`src/rtl/stopwatch_display_pkg.sv`:
```
// Shared types and constants for the stopwatch display driver: FSM states,
// seven-segment codes (gfedcba, active-low) and digit/decimal-point layout.
package stopwatch_display_pkg;

  typedef enum logic [1:0] {
    LOAD   = 2'd0,
    SHIFT  = 2'd1,
    COMMIT = 2'd2
  } state_t;

  localparam int NUM_DIGITS   = 6;
  localparam int SHIFT_CYCLES = 7;

  // Decimal points sit after the minutes and seconds pairs: MM.SS.hh
  localparam logic [NUM_DIGITS-1:0] DP_MASK = 6'b010100;

  localparam logic [6:0] SEG_DASH  = 7'b0111111;
  localparam logic [6:0] SEG_BLANK = 7'b1111111;
  localparam logic [6:0] SEG_DIGIT [0:9] = '{
    7'b1000000, 7'b1111001, 7'b0100100, 7'b0110000, 7'b0011001,
    7'b0010010, 7'b0000010, 7'b1111000, 7'b0000000, 7'b0010000
  };

  function automatic logic [6:0] seg_of(input logic [3:0] d);
    logic [6:0] s;
    case (d)
      4'd0:    s = SEG_DIGIT[0];
      4'd1:    s = SEG_DIGIT[1];
      4'd2:    s = SEG_DIGIT[2];
      4'd3:    s = SEG_DIGIT[3];
      4'd4:    s = SEG_DIGIT[4];
      4'd5:    s = SEG_DIGIT[5];
      4'd6:    s = SEG_DIGIT[6];
      4'd7:    s = SEG_DIGIT[7];
      4'd8:    s = SEG_DIGIT[8];
      4'd9:    s = SEG_DIGIT[9];
      default: s = SEG_BLANK;
    endcase
    return s;
  endfunction

endpackage

```
`src/rtl/stopwatch_display_driver_bin2bcd.sv`:
```
// Sequential shift-add-3 converter: 7-bit binary to two BCD digits.
// start loads the operand, each shift cycle consumes one bit (MSB first).
module bin2bcd_seq (
  input  logic       clk,
  input  logic       reset,
  input  logic       start,
  input  logic       shift,
  input  logic [6:0] bin,
  output logic [3:0] tens,
  output logic [3:0] ones
);

  logic [6:0] bin_q;
  logic [7:0] bcd_q;
  logic [7:0] adj;

  always_comb begin
    adj = bcd_q;
    if (bcd_q[3:0] >= 4'd5) adj[3:0] = bcd_q[3:0] + 4'd3;
    if (bcd_q[7:4] >= 4'd5) adj[7:4] = bcd_q[7:4] + 4'd3;
  end

  // Hundreds carry falls off the top; callers discard results above 99.
  always_ff @(posedge clk) begin
    if (reset) begin
      bin_q <= '0;
      bcd_q <= '0;
    end else if (start) begin
      bin_q <= bin;
      bcd_q <= '0;
    end else if (shift) begin
      bcd_q <= 8'({adj, bin_q[6]});
      bin_q <= {bin_q[5:0], 1'b0};
    end
  end

  assign tens = bcd_q[7:4];
  assign ones = bcd_q[3:0];

endmodule

```
`src/rtl/stopwatch_display_driver.sv`:
```
// Snapshots stopwatch mins/secs/hundredths, converts to BCD every 9 cycles and
// scans a 6-digit active-low seven-segment display as MM.SS.hh.
// Optional: define LEADING_ZERO_BLANK_EN to blank a zero minutes-tens digit.
module stopwatch_display_driver
  import stopwatch_display_pkg::*;
#(
  parameter int SCAN_DIV   = 4,
  parameter int NUM_DIGITS = 6
) (
  input  logic       CLK_1kHz,
  input  logic       reset,
  input  logic [6:0] stopwatch_unit_mins,
  input  logic [5:0] stopwatch_unit_secs,
  input  logic [6:0] stopwatch_unit_decs,
  input  logic       stopwatch_overflow,
  input  logic       blank,
  output logic [6:0] seg_n,
  output logic       dp_n,
  output logic [5:0] an_n,
  output logic       bcd_valid
);

  localparam int SW = (SCAN_DIV > 2) ? $clog2(SCAN_DIV) : 1;
  localparam logic [SW-1:0] SLOT_LAST = SW'(SCAN_DIV - 1);

  state_t     state;
  logic [2:0] shift_cnt;
  logic       mins_dash_s, decs_dash_s, ovf_s;
  logic       mins_dash_q, decs_dash_q, ovf_q;
  logic [NUM_DIGITS-1:0][3:0] disp_q;
  logic [3:0] m_t, m_o, s_t, s_o, d_t, d_o;
  logic       conv_start, conv_shift;

  assign conv_start = (state == LOAD);
  assign conv_shift = (state == SHIFT);

  bin2bcd_seq u_mins (.clk(CLK_1kHz), .reset(reset), .start(conv_start), .shift(conv_shift),
                      .bin(stopwatch_unit_mins), .tens(m_t), .ones(m_o));
  bin2bcd_seq u_secs (.clk(CLK_1kHz), .reset(reset), .start(conv_start), .shift(conv_shift),
                      .bin({1'b0, stopwatch_unit_secs}), .tens(s_t), .ones(s_o));
  bin2bcd_seq u_decs (.clk(CLK_1kHz), .reset(reset), .start(conv_start), .shift(conv_shift),
                      .bin(stopwatch_unit_decs), .tens(d_t), .ones(d_o));

  always_ff @(posedge CLK_1kHz) begin
    if (reset) begin
      state       <= LOAD;
      shift_cnt   <= '0;
      mins_dash_s <= 1'b0;
      decs_dash_s <= 1'b0;
      ovf_s       <= 1'b0;
      mins_dash_q <= 1'b0;
      decs_dash_q <= 1'b0;
      ovf_q       <= 1'b0;
      disp_q      <= '0;
      bcd_valid   <= 1'b0;
    end else begin
      bcd_valid <= 1'b0;
      case (state)
        LOAD: begin
          mins_dash_s <= (stopwatch_unit_mins > 7'd99);
          decs_dash_s <= (stopwatch_unit_decs > 7'd99);
          ovf_s       <= stopwatch_overflow;
          shift_cnt   <= '0;
          state       <= SHIFT;
        end
        SHIFT: begin
          if (shift_cnt == 3'(SHIFT_CYCLES - 1)) state <= COMMIT;
          else shift_cnt <= shift_cnt + 3'd1;
        end
        COMMIT: begin
          disp_q      <= {m_t, m_o, s_t, s_o, d_t, d_o};
          mins_dash_q <= mins_dash_s;
          decs_dash_q <= decs_dash_s;
          ovf_q       <= ovf_s;
          bcd_valid   <= 1'b1;
          state       <= LOAD;
        end
        default: state <= LOAD;
      endcase
    end
  end

  // Scan outputs are computed for the slot being entered so anode, segment
  // and decimal point all switch on the same edge.
  logic [SW-1:0] slot_cnt, nxt_slot;
  logic [2:0]    idx, nxt_idx;
  logic [3:0]    cur_digit;
  logic [6:0]    seg_nxt;
  logic          dp_nxt;
  logic [5:0]    an_nxt;

  always_comb begin
    nxt_slot = (slot_cnt == SLOT_LAST) ? '0 : slot_cnt + SW'(1);
    nxt_idx  = idx;
    if (slot_cnt == SLOT_LAST) nxt_idx = (idx == 3'd5) ? 3'd0 : idx + 3'd1;
    cur_digit = disp_q[nxt_idx];

    if (ovf_q) seg_nxt = SEG_DASH;
    else if (mins_dash_q && nxt_idx >= 3'd4) seg_nxt = SEG_DASH;
    else if (decs_dash_q && nxt_idx <= 3'd1) seg_nxt = SEG_DASH;
`ifdef LEADING_ZERO_BLANK_EN
    else if (nxt_idx == 3'd5 && cur_digit == 4'd0) seg_nxt = SEG_BLANK;
`endif
    else seg_nxt = seg_of(cur_digit);

    dp_nxt = ovf_q ? 1'b1 : ~DP_MASK[nxt_idx];
    an_nxt = (nxt_slot == '0) ? 6'b111111 : ~(6'd1 << nxt_idx);

    if (blank) begin
      seg_nxt = SEG_BLANK;
      dp_nxt  = 1'b1;
      an_nxt  = 6'b111111;
    end
  end

  always_ff @(posedge CLK_1kHz) begin
    if (reset) begin
      slot_cnt <= '0;
      idx      <= '0;
      an_n     <= 6'b111111;
      seg_n    <= 7'h7F;
      dp_n     <= 1'b1;
    end else begin
      slot_cnt <= nxt_slot;
      idx      <= nxt_idx;
      an_n     <= an_nxt;
      seg_n    <= seg_nxt;
      dp_n     <= dp_nxt;
    end
  end

endmodule

```
`config.mk`:
```
export PLATFORM = sky130hd
export DESIGN_NAME = stopwatch_display_driver
export DESIGN_NICKNAME = d
export VERILOG_FILES = /design/src/rtl/stopwatch_display_pkg.sv /design/src/rtl/stopwatch_display_driver_bin2bcd.sv /design/src/rtl/stopwatch_display_driver.sv
export SDC_FILE = /design/constraint.sdc
export NUM_CORES = 1
export LEC_CHECK = 0
export CORE_ASPECT_RATIO = 0.6
export CORE_MARGIN = 2
export CORE_UTILIZATION = 58
export CTS_BUF_LIST = sky130_fd_sc_hd__clkbuf_16
export CTS_CLUSTER_DIAMETER = 80
export DETAILED_ROUTE_END_ITERATION = 8
export PLACE_DENSITY = 0.79
export SYNTH_ARGS = -nofsm -noshare
export SYNTH_HDL_FRONTEND = slang
export SYNTH_HIERARCHICAL = 1
export SYNTH_SLANG_ARGS = --single-unit
export TNS_END_PERCENT = 50
```
`constraint.sdc`:
```
create_clock -name CLK_1kHz -period 3.7 [get_ports CLK_1kHz]
set_input_delay 0.555 -clock CLK_1kHz [delete_from_list [all_inputs] [get_ports CLK_1kHz]]
set_output_delay 0.555 -clock CLK_1kHz [all_outputs]
set_load 0.005 [all_outputs]
```
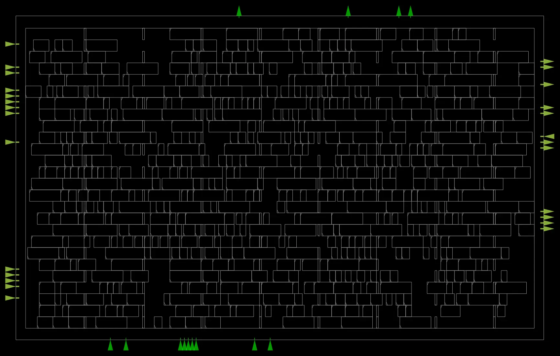
(cell outlines without signal wires)
sequential cell count: 100
Tap Count: 112

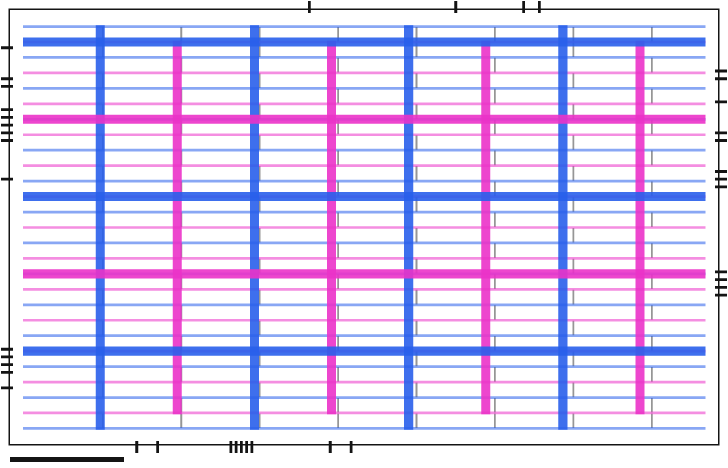
(PDN straps and rails)
The bar under the picture is 20 µm long. Pins as bars on the die edge. Tap cells in gray.
net	color
VSS	blue
VDD	magenta
met1 rails	27
signal pins	39

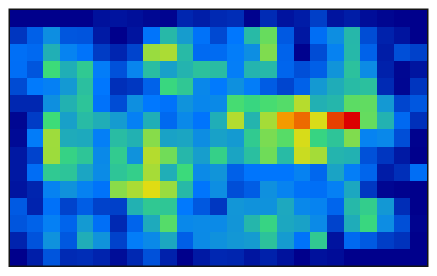
(signal metal coverage by tile)
The die is cut into 25 by 15 equal tiles; dark blue is low, red is high, scaled to the fullest tile. Values are wire area over tile area, all layers added.
mean over tiles	0.18
fullest tile	0.68
nearly empty tiles	8.8%
tiles over half the peak	9.9%

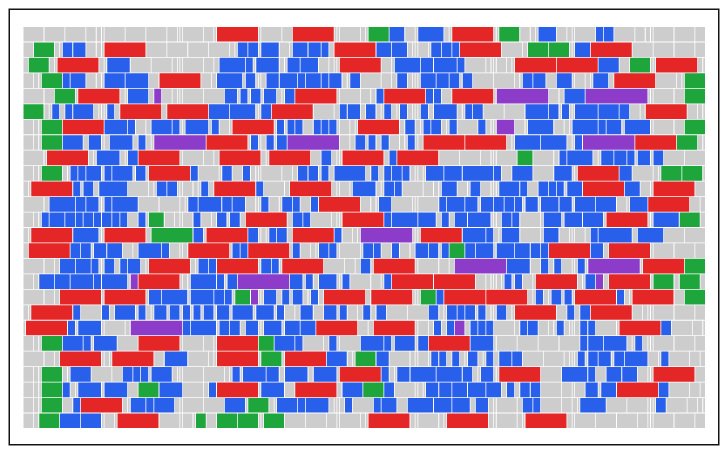
(placed cells, one color a class)
Fill, decap, tap and diode cells in gray.
class	color	cells
clock drivers and dummy loads	purple	16
other buffers and delay cells	green	45
flops	red	100
all other logic	blue	448

## power breakdown
group	internal (mW)	switching, mW	total, mW	leakage (nW)
Sequential	1.11	0.0222	1.13	0.814
Combinational	0.126	0.136	0.262	1.15
Clock	0.516	0.391	0.907	0.147
## flip-flops by register name, indices dropped and copies added, names as in the netlist, 6 cells and up
| signal | count |
|---|---|
| u_mins/bin_q | 7 |
| u_decs/bcd_q | 8 |
| u_mins/bcd_q | 8 |
| seg_n | 7 |
| u_secs/bcd_q | 8 |
| disp_q | 24 |
| u_decs/bin_q | 7 |
| u_secs/bin_q | 7 |
| an_n | 6 |
## layer usage
metal / up-vias / track usage, % / share of wire [%]
li1: 2093 / - / -
met1: 1936 / 34.3 / 51
met2: 114 / 33.9 / 41
met3: 15 / 7.30 / 6.7
met4: 0 / 6.29 / 1.2
met5: - / 0 / 0
==> notes.md <==
Implementation status.

- The most critical setup path has its endpoint at seg_n[6]$_SDFF_PP1_.
- The buffer share of cell area is under 10%.
- The remaining number of nets flagged by the antenna check after routing is 0.
- The register area share after synthesis is about two fifths.
- The origin of the critical flop-to-flop path is slot_cnt[0]$_SDFF_PP0_.
- The total chip power is 2.30 mW.
- The number of nets at the end of the flow is between 600 and 700.
- The number of max-slew violations in the final report is 0.
- The number of cells in Yosys stat is 583.
- The wire length of the first global-routing pass is roughly 19 mm.
- Per the OpenROAD floorplan log, the area of the core is between 8000 and 9000 µm².
- For the final routed database, the setup TNS stands at 0 ns.
- The chip area estimate from yosys synthesis is ~5100 µm².
- The area used by sequential logic in the layout is between 2000 and 2500 µm².
- The synthesis report lists the most area-consuming cells as sky130_fd_sc_hd__dfxtp_1 (40%), sky130_fd_sc_hd__nand2_1 (6.8%), sky130_fd_sc_hd__a21oi_1 (5.3%), sky130_fd_sc_hd__ha_1 (5.2%), sky130_fd_sc_hd__mux2i_1 (4.7%).
- For the completed layout, the total cell area is recorded as 5720 µm².
- Walking the critical path from launch to capture passes 11 cell instances.
- The worst setup path startpoint is slot_cnt[0]$_SDFF_PP0_.
- The register bit count reported by yosys is approximately 100.
- The final worst-path setup slack is around 0.60 ns.
- The placed wire-length estimate is around 7.6 mm.
- The repair_antennas step left the layout with diodes totalling 0.
- The routed design shows a via density per instance of a little under 6.
- The number of resized instances in the post-cts repair step is 0.
- The area fraction in compound gates is between 15 and 20%.
- The clock tree skew after final layout is between 0.006 and 0.007 ns.
- Leaving out filler cells and counting taps, the final layout contains just over 700.
- The full die area is 9510 µm².
- The dominant kind of cell by area is multi-input combinational cells.
- The count of cell types in the netlist is around 64.
- CTS saw ~100 sinks.
- The number of flops mapped to enable cells by yosys is 0.
- The end-of-flow timing check tallies setup violations at 0.
- Per the layout report, the design carries 25 non-clock inverters.
- The final hold violation count is 0.
- The top cell types in the final layout, fill and taps aside, are sky130_fd_sc_hd__dfxtp_1 (100), sky130_fd_sc_hd__nand2_1 (91), sky130_fd_sc_hd__a21oi_1 (54).
- The CTS tree is yes.
- The skew report gives the latency at the later pin of the worst-skew pair as roughly 0.34 ns.
- Per the post-synthesis report, the number of cells in the design is 583.
- The synthesis run shows multiplexers occupying 9.42% of the cell area.
- The synthesis run identifies the leading combinational cell family as simple AND/OR/NAND/NOR gates.
- Row generation in the floorplan step produced 26 rows.
- Summing all multi-input logic gate instances after layout gives between 2000 and 3000 µm².
- Grouping stages by cell kind, the critical path spends the most delay in AND-OR/OR-AND gates.
- Summed over all instances, the cell type with the most area after synthesis is sky130_fd_sc_hd__dfxtp_1.
- Summing all placed instances gives a cell area of ~5400 µm².
- The die is 125 µm wide.
- For this run, the total global-route usage over all layers was measured as about a quarter.
- The minimum hold slack is approximately 0.45 ns.
- The first detailed-routing pass took 5 iterations.
- The first routing iteration left around 370 violations.
- For this sky-water flow run, the detailed-routed wirelength per cell is reported as 15.0 µm.
- The worst stage delay on the critical path is roughly 0.44 ns.
- Counting the clock-network buffers in the layout gives 9.
- The critical path start-end classification is reg -> reg.
- The path class of the tightest hold or removal check is reg -> reg.
- The number of buffers added on ports is 38.
- The post-placement setup slack is 0.635 ns.
- The area share of fa/ha/maj cells after synthesis is slightly above 5%.
- The actual slew at the worst max-slew pin is about 0.99 ns.
- The layout report lists the clock-cell share of area as between 4 and 5%.
- The run reported a max-capacitance violation count of 0.
- The flow ran to the end, and the final reports show no timing, DRC or antenna violations.
- The cell with the most instances after synthesis is sky130_fd_sc_hd__dfxtp_1.
- The script parses the final routing iteration and logs DRC violations as 0.
Power is estimated from default activity; no workload was simulated.
